## src/rtl/dma_channel_arbiter_if.sv

```systemverilog
// Bundle between DMA clients, the channel arbiter and the DMA engine.
// slave: arbiter side; master: clients + engine side.
interface dma_channel_arbiter_if #(
  parameter int N_CH   = 4,
  parameter int ADDR_W = 32,
  parameter int LEN_W  = 32
);
  localparam int IW = $clog2(N_CH);

  logic [N_CH-1:0]        ch_valid;
  logic [N_CH-1:0]        ch_ready;
  logic [N_CH*ADDR_W-1:0] ch_src;
  logic [N_CH*ADDR_W-1:0] ch_dst;
  logic [N_CH*LEN_W-1:0]  ch_len;
  logic [N_CH-1:0]        ch_done;
  logic [N_CH-1:0]        ch_busy;
  logic                   eng_start;
  logic [ADDR_W-1:0]      eng_src;
  logic [ADDR_W-1:0]      eng_dst;
  logic [31:0]            eng_len;
  logic                   eng_done;
  logic                   active;
  logic [IW-1:0]          grant_id;

  modport slave (
    input  ch_valid, ch_src, ch_dst, ch_len,
    input  eng_done,
    output ch_ready, ch_done, ch_busy,
    output eng_start, eng_src, eng_dst, eng_len,
    output active, grant_id
  );

  modport master (
    output ch_valid, ch_src, ch_dst, ch_len,
    output eng_done,
    input  ch_ready, ch_done, ch_busy,
    input  eng_start, eng_src, eng_dst, eng_len,
    input  active, grant_id
  );
endinterface

```

## src/rtl/dma_channel_arbiter.sv

```systemverilog
// Round-robin share of one DMA engine among N_CH descriptor channels.
// Ports: clk, rst_n (async low), bus (slave modport). Option: DMA_ARB_PRIO_EN.
module dma_channel_arbiter #(
  parameter int N_CH   = 4,
  parameter int ADDR_W = 32,
  parameter int LEN_W  = 32
) (
  input  logic                  clk,
  input  logic                  rst_n,
  dma_channel_arbiter_if.slave  bus
);
  localparam int IW = $clog2(N_CH);

`ifdef DMA_ARB_PRIO_EN
  localparam bit PRIO_EN = 1'b1;
`else
  localparam bit PRIO_EN = 1'b0;
`endif

  typedef enum logic [1:0] {IDLE, ISSUE, WAIT, CMPL} state_e;

  state_e              state_q, state_d;
  logic [N_CH-1:0]     pending_q, pending_d;
  logic [IW-1:0]       rr_q, rr_d;
  logic [IW-1:0]       gnt_q, gnt_d;
  logic [ADDR_W-1:0]   esrc_q, esrc_d;
  logic [ADDR_W-1:0]   edst_q, edst_d;
  logic [LEN_W-1:0]    elen_q, elen_d;
  logic [ADDR_W-1:0]   src_q [N_CH];
  logic [ADDR_W-1:0]   dst_q [N_CH];
  logic [LEN_W-1:0]    len_q [N_CH];

  logic [N_CH-1:0]     acc;
  logic [N_CH-1:0]     clr;
  logic [N_CH-1:0]     done;
  logic                start;
  logic [IW-1:0]       win;

  assign acc = bus.ch_valid & ~pending_q;

  // First pending channel at or after rr_q, wrapping.
  // With priority, channel 0 preempts and is skipped by the rotation.
  always_comb begin : sel
    logic          found;
    int            j;
    logic [IW-1:0] jj;
    found = 1'b0;
    win   = '0;
    j     = 0;
    jj    = '0;
    if (PRIO_EN && pending_q[0]) begin
      found = 1'b1;
    end
    for (int k = 0; k < N_CH; k++) begin
      j  = (int'(rr_q) + k) % N_CH;
      jj = IW'(j);
      if (!found && pending_q[jj] &&
          !(PRIO_EN && jj == '0)) begin
        found = 1'b1;
        win   = jj;
      end
    end
  end

  always_comb begin
    state_d = state_q;
    gnt_d   = gnt_q;
    rr_d    = rr_q;
    esrc_d  = esrc_q;
    edst_d  = edst_q;
    elen_d  = elen_q;
    clr     = '0;
    done    = '0;
    start   = 1'b0;
    unique case (state_q)
      IDLE: begin
        if (|pending_q) begin
          state_d = ISSUE;
          gnt_d   = win;
          esrc_d  = src_q[win];
          edst_d  = dst_q[win];
          elen_d  = len_q[win];
        end
      end
      ISSUE: begin
        // A zero-length job would still move one word.
        if (elen_q != '0) begin
          start   = 1'b1;
          state_d = WAIT;
        end else begin
          state_d = CMPL;
        end
      end
      WAIT: begin
        if (bus.eng_done) state_d = CMPL;
      end
      CMPL: begin
        done[gnt_q] = 1'b1;
        clr[gnt_q]  = 1'b1;
        if (!(PRIO_EN && gnt_q == '0)) begin
          rr_d = (gnt_q == IW'(N_CH - 1)) ? '0 : gnt_q + 1'b1;
        end
        state_d = IDLE;
      end
      default: state_d = IDLE;
    endcase
  end

  assign pending_d = (pending_q | acc) & ~clr;

  always_ff @(posedge clk or negedge rst_n) begin
    if (!rst_n) begin
      state_q   <= IDLE;
      pending_q <= '0;
      rr_q      <= '0;
      gnt_q     <= '0;
      esrc_q    <= '0;
      edst_q    <= '0;
      elen_q    <= '0;
      for (int i = 0; i < N_CH; i++) begin
        src_q[i] <= '0;
        dst_q[i] <= '0;
        len_q[i] <= '0;
      end
    end else begin
      state_q   <= state_d;
      pending_q <= pending_d;
      rr_q      <= rr_d;
      gnt_q     <= gnt_d;
      esrc_q    <= esrc_d;
      edst_q    <= edst_d;
      elen_q    <= elen_d;
      for (int i = 0; i < N_CH; i++) begin
        if (acc[i]) begin
          src_q[i] <= bus.ch_src[i*ADDR_W +: ADDR_W];
          dst_q[i] <= bus.ch_dst[i*ADDR_W +: ADDR_W];
          len_q[i] <= bus.ch_len[i*LEN_W +: LEN_W];
        end
      end
    end
  end

  // Ready is forced low while reset is asserted.
  assign bus.ch_ready  = ~pending_q & {N_CH{rst_n}};
  assign bus.ch_busy   = pending_q;
  assign bus.ch_done   = done;
  assign bus.eng_start = start;
  assign bus.eng_src   = esrc_q;
  assign bus.eng_dst   = edst_q;
  assign bus.eng_len   = 32'(elen_q);
  assign bus.active    = (state_q != IDLE);
  assign bus.grant_id  = gnt_q;
endmodule
```

## src/flat_wrapper.sv

```systemverilog
// flat-port wrapper written by rule: the top's interface ports become plain ports
module dma_channel_arbiter_flat 
#(
  parameter int N_CH   = 4,
  parameter int ADDR_W = 32,
  parameter int LEN_W  = 32
)
  (clk, rst_n, bus_ch_valid, bus_ch_src, bus_ch_dst, bus_ch_len, bus_eng_done, bus_ch_ready, bus_ch_done, bus_ch_busy, bus_eng_start, bus_eng_src, bus_eng_dst, bus_eng_len, bus_active, bus_grant_id);
  dma_channel_arbiter_if #(.N_CH(N_CH), .ADDR_W(ADDR_W), .LEN_W(LEN_W)) bus_i ();
  input  logic clk;
  input  logic rst_n;
  input wire logic [$bits(bus_i.ch_valid)-1:0] bus_ch_valid;
  input wire logic [$bits(bus_i.ch_src)-1:0] bus_ch_src;
  input wire logic [$bits(bus_i.ch_dst)-1:0] bus_ch_dst;
  input wire logic [$bits(bus_i.ch_len)-1:0] bus_ch_len;
  input wire logic [$bits(bus_i.eng_done)-1:0] bus_eng_done;
  output wire logic [$bits(bus_i.ch_ready)-1:0] bus_ch_ready;
  output wire logic [$bits(bus_i.ch_done)-1:0] bus_ch_done;
  output wire logic [$bits(bus_i.ch_busy)-1:0] bus_ch_busy;
  output wire logic [$bits(bus_i.eng_start)-1:0] bus_eng_start;
  output wire logic [$bits(bus_i.eng_src)-1:0] bus_eng_src;
  output wire logic [$bits(bus_i.eng_dst)-1:0] bus_eng_dst;
  output wire logic [$bits(bus_i.eng_len)-1:0] bus_eng_len;
  output wire logic [$bits(bus_i.active)-1:0] bus_active;
  output wire logic [$bits(bus_i.grant_id)-1:0] bus_grant_id;
  assign bus_i.ch_valid = bus_ch_valid;
  assign bus_i.ch_src = bus_ch_src;
  assign bus_i.ch_dst = bus_ch_dst;
  assign bus_i.ch_len = bus_ch_len;
  assign bus_i.eng_done = bus_eng_done;
  assign bus_ch_ready = bus_i.ch_ready;
  assign bus_ch_done = bus_i.ch_done;
  assign bus_ch_busy = bus_i.ch_busy;
  assign bus_eng_start = bus_i.eng_start;
  assign bus_eng_src = bus_i.eng_src;
  assign bus_eng_dst = bus_i.eng_dst;
  assign bus_eng_len = bus_i.eng_len;
  assign bus_active = bus_i.active;
  assign bus_grant_id = bus_i.grant_id;
  dma_channel_arbiter #(.N_CH(N_CH), .ADDR_W(ADDR_W), .LEN_W(LEN_W)) u_core (.clk(clk), .rst_n(rst_n), .bus(bus_i));
endmodule
```

## config.mk

```make
export PLATFORM = sky130hd
export DESIGN_NAME = dma_channel_arbiter_flat
export DESIGN_NICKNAME = d
export VERILOG_FILES = /design/src/rtl/dma_channel_arbiter_if.sv /design/src/rtl/dma_channel_arbiter.sv /design/src/flat_wrapper.sv
export SDC_FILE = /design/constraint.sdc
export NUM_CORES = 1
export LEC_CHECK = 0
export CAP_MARGIN = 20
export CORE_UTILIZATION = 51
export DETAILED_ROUTE_END_ITERATION = 10
export PLACE_DENSITY = 0.9
export SYNTH_ARGS = -nofsm -noshare
export SYNTH_HDL_FRONTEND = slang
export SYNTH_SLANG_ARGS = --single-unit
```

## constraint.sdc

```tcl
create_clock -name clk -period 2.2 [get_ports clk]
set_clock_uncertainty 0.1 [all_clocks]
set_input_delay 0.66 -clock clk [delete_from_list [all_inputs] [get_ports clk]]
set_output_delay 0.66 -clock clk [all_outputs]
set_load 0.02 [all_outputs]
```

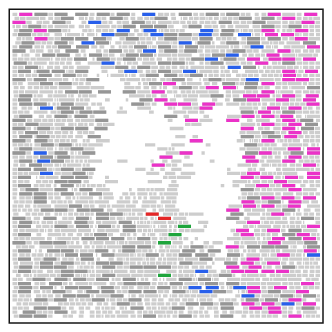
*Sequential cells coloured by netlist name*
Scale: 1.5 px per um. Other sequential cells in the stronger grey, the rest of the logic in the fainter grey.
| colour | signal | flops |
|---|---|---|
| blue | u_core.bus.eng_src | 32 |
| green | u_core.bus.ch_busy | 4 |
| magenta | u_core.dst_q | 128 |
| red | u_core.rr_q | 2 |
not coloured: 324

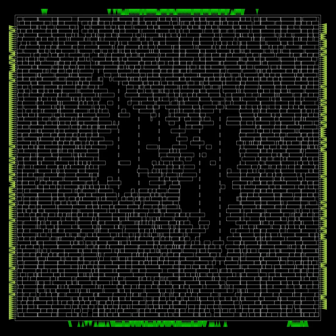
*Cell placement*
registers: 490
Tap Count: 539
sequential share of cell area: 36.8%

==> results.py <==
# Auto-generated metrics
metrics = {
    "timing": {
        "finalHoldViolCount": 0,
        "relSlewSlack_pct": 33.3,
        "fmax_ghz": 0.350,
        "setup_viol": 104,
        "period_used_pct": 130,
        "fin_ws_ps": -656,
    },
    "synth": {
        "synth_seq_share_pct": 56.5,
        "synthCells": 1550,
        "synth_stat.cells": 1550,
        "area_leaders": "dfrtp_1 57%, mux2_2 20%, a221oi_2 5.1%, mux2i_1 4.5%, a211oi_1 3.3%",
        "synth-xor-area-share_pct": 0,
        "ys_top_cells_by_count": "490 x dfrtp_1, 385 x mux2_2, 108 x nor2_1",
        "compound_area_share_pct": 9.73,
        "synth-edff-count": 0,
        "simple_gate_share_pct": 5.74,
        "async_flop_share_pct": 100,
        "synthTopLogicFamily": "multiplexers",
        "ys_ff": 490,
        "yosysUniqueCellTypes": 33,
        "ys_warn_count": 0,
    },
    "critical_path": {
        "crit_chain": "nor4_2 > buf_4 > nand4_1 > nor2_2 > nor2b_2 > buf_6",
        "r2r-start": "u_core.bus.ch_busy[2]",
        "crit_type": "reg2out",
        "start_kind": "register",
        "r2r_end": "u_core.bus.eng_src[23]",
        "cp.required_ps": 1440,
        "slowest_delay_ps": 400,
        "cp_top_family": "simple AND/OR/NAND/NOR gates",
        "cp_slowest_cell": "dfrtp_1",
        "cp-end-kind": "primary output",
    },
    "power": {
        "seq_power_share_pct": 30.1,
        "pwr-share-comb_pct": 54.2,
        "p_per_area_mw_per_mm2": 1750,
        "intPower_w": 0.0345,
        "vdd_drop_max_mv": 1.02,
    },
    "die": {
        "io_pins": 503,
        "rows": 75,
        "initial_core_util_pct": 51.7,
        "core_area_mm2": 0.0419,
    },
    "final_layout": {
        "comb_cells": 936,
        "buffer_area_share_pct": 23.9,
        "final_common_cell": "dfrtp_1",
        "buffers_excl_clock": 725,
        "final-comb-area_mm2": 0.0106,
        "clkbuf_count": 74,
        "fillers": 1971,
        "finalNetCount": 2611,
        "layout-drive-gt1-share_pct": 43.4,
        "antenna_cells": 14,
        "regArea_mm2": 0.0123,
        "top_area_cell_class": "flip-flops and latches",
    },
    "run": {
        "warnings": 40,
        "drv_cap": 0,
    },
    "clock_network": {
        "postCtsSetupBuffers": 33,
        "cts.htree.levels": 2,
        "hold_buffers": 0,
        "root_buffer": "clkbuf_16",
        "cts_tree": "done",
        "clk_pin_slew_ps": 60,
    },
    "detailed_routing": {
        "routed_wire_length_per_instance_um": 31.6,
        "top_layer_used": "met5",
        "ant_nets": 0,
        "dr_wl_met3_um": 8060,
        "via_per_inst": 6.27,
    },
    "global_routing": {
        "grt-busiest-layer": "met2",
        "overflow": 0,
        "grt_usage_pct": 37.8,
    },
    "status": {
        "violations": "setup timing",
        "status": "finished with violations",
    },
    "place": {
        "hpwl_um": 46900,
        "port_buffers": 502,
        "gp_congestion": 0.903,
    },
}
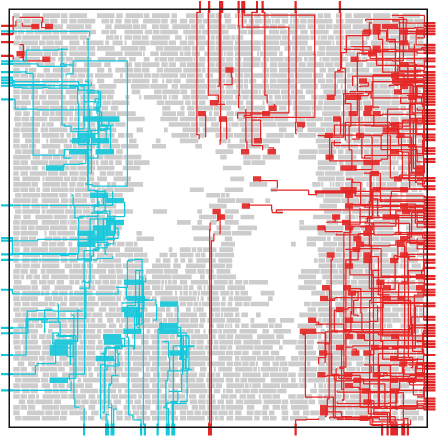
*Wires at chosen ports, followed through buffers*
Scale: 2 px per um.
| colour | port | bits | direction | end cells | buffers | wire |
|---|---|---|---|---|---|---|
| cyan | bus_eng_len | 32 | output | 32 | 64 | 3150 um |
| red | bus_ch_dst | 128 | input | 128 | 128 | 7350 um |

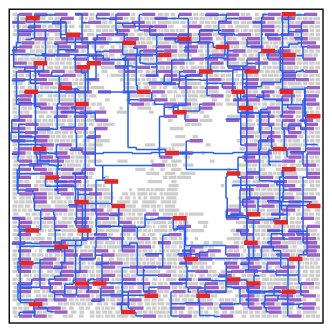
*Routed clock nets over the placement*
Scale: 1.5 px per um.
[blue] clock wires | length: 6400 um
[red] clock-net drivers | count: 52
[purple] flip-flops | count: 490
flops lie: widely spread
clk latency late pin: 610 ps
Clock power frac: 15.7%
Clk. pwr: 0.00917 W

-- state kept, by name, summed over array words and instances, names as in the netlist --
signal / flops
u_core.src_q: 128
u_core.len_q: 128
u_core.state_q: 2
u_core.bus.ch_busy: 4
u_core.bus.grant_id: 2
u_core.bus.eng_len: 32
u_core.bus.eng_dst: 32
u_core.bus.eng_src: 32
u_core.dst_q: 128
u_core.rr_q: 2
-- cells by family (layout without fill, tap and decap cells) --
family	Yosys count	after routing
AND-OR/OR-AND	204	204
AND/OR/NAND/NOR	242	242
adder cells (fa/ha/maj)	8	8
other	0	14
multiplexers	482	482
buffers and inverters	124	823
flip-flops	490	490
-- per-stage QoR --
stage	utilization (%)	instances	hold slack [ps]	power, W	area (um^2)
2_1_floorplan	-	1550	264	0.0287	21700
3_3_place_gp	67.8	2627	380	0.0365	28400
3_5_place_dp	67.9	2628	387	0.0377	28500
4_1_cts	77.3	2777	30.9	0.0540	32400
5_1_grt	79.5	2800	67.2	0.0599	33300
6_report	79.5	2802	52.8	0.0583	33300
-- worst max-delay path by stage --
stage	slack [ps]	startpoint	endpoint	depth (start not counted)
6_report	-660	u_core.bus.eng_len[7]	bus_eng_start	6
3_3_place_gp	-540	u_core.bus.eng_len[2]	bus_eng_start	6
4_1_cts	-670	u_core.bus.eng_len[7]	bus_eng_start	6
3_5_place_dp	-530	u_core.bus.eng_len[2]	bus_eng_start	6
2_1_floorplan	120	u_core.bus.ch_busy[2]	u_core.bus.eng_dst[0]	8
5_1_grt	-670	u_core.bus.eng_len[7]	bus_eng_start	6
-- power groups by stage --
stage	clock network [W]	registers [W]	logic, W
after global placement	0	0.0161	0.0204
after detailed placement	0	0.0165	0.0212
after CTS	0.00910	0.0167	0.0283
after global routing	0.00957	0.0177	0.0326
final	0.00917	0.0175	0.0316
after floorplan	0	0.0168	0.0119
Power is estimated from default activity; no workload was simulated.
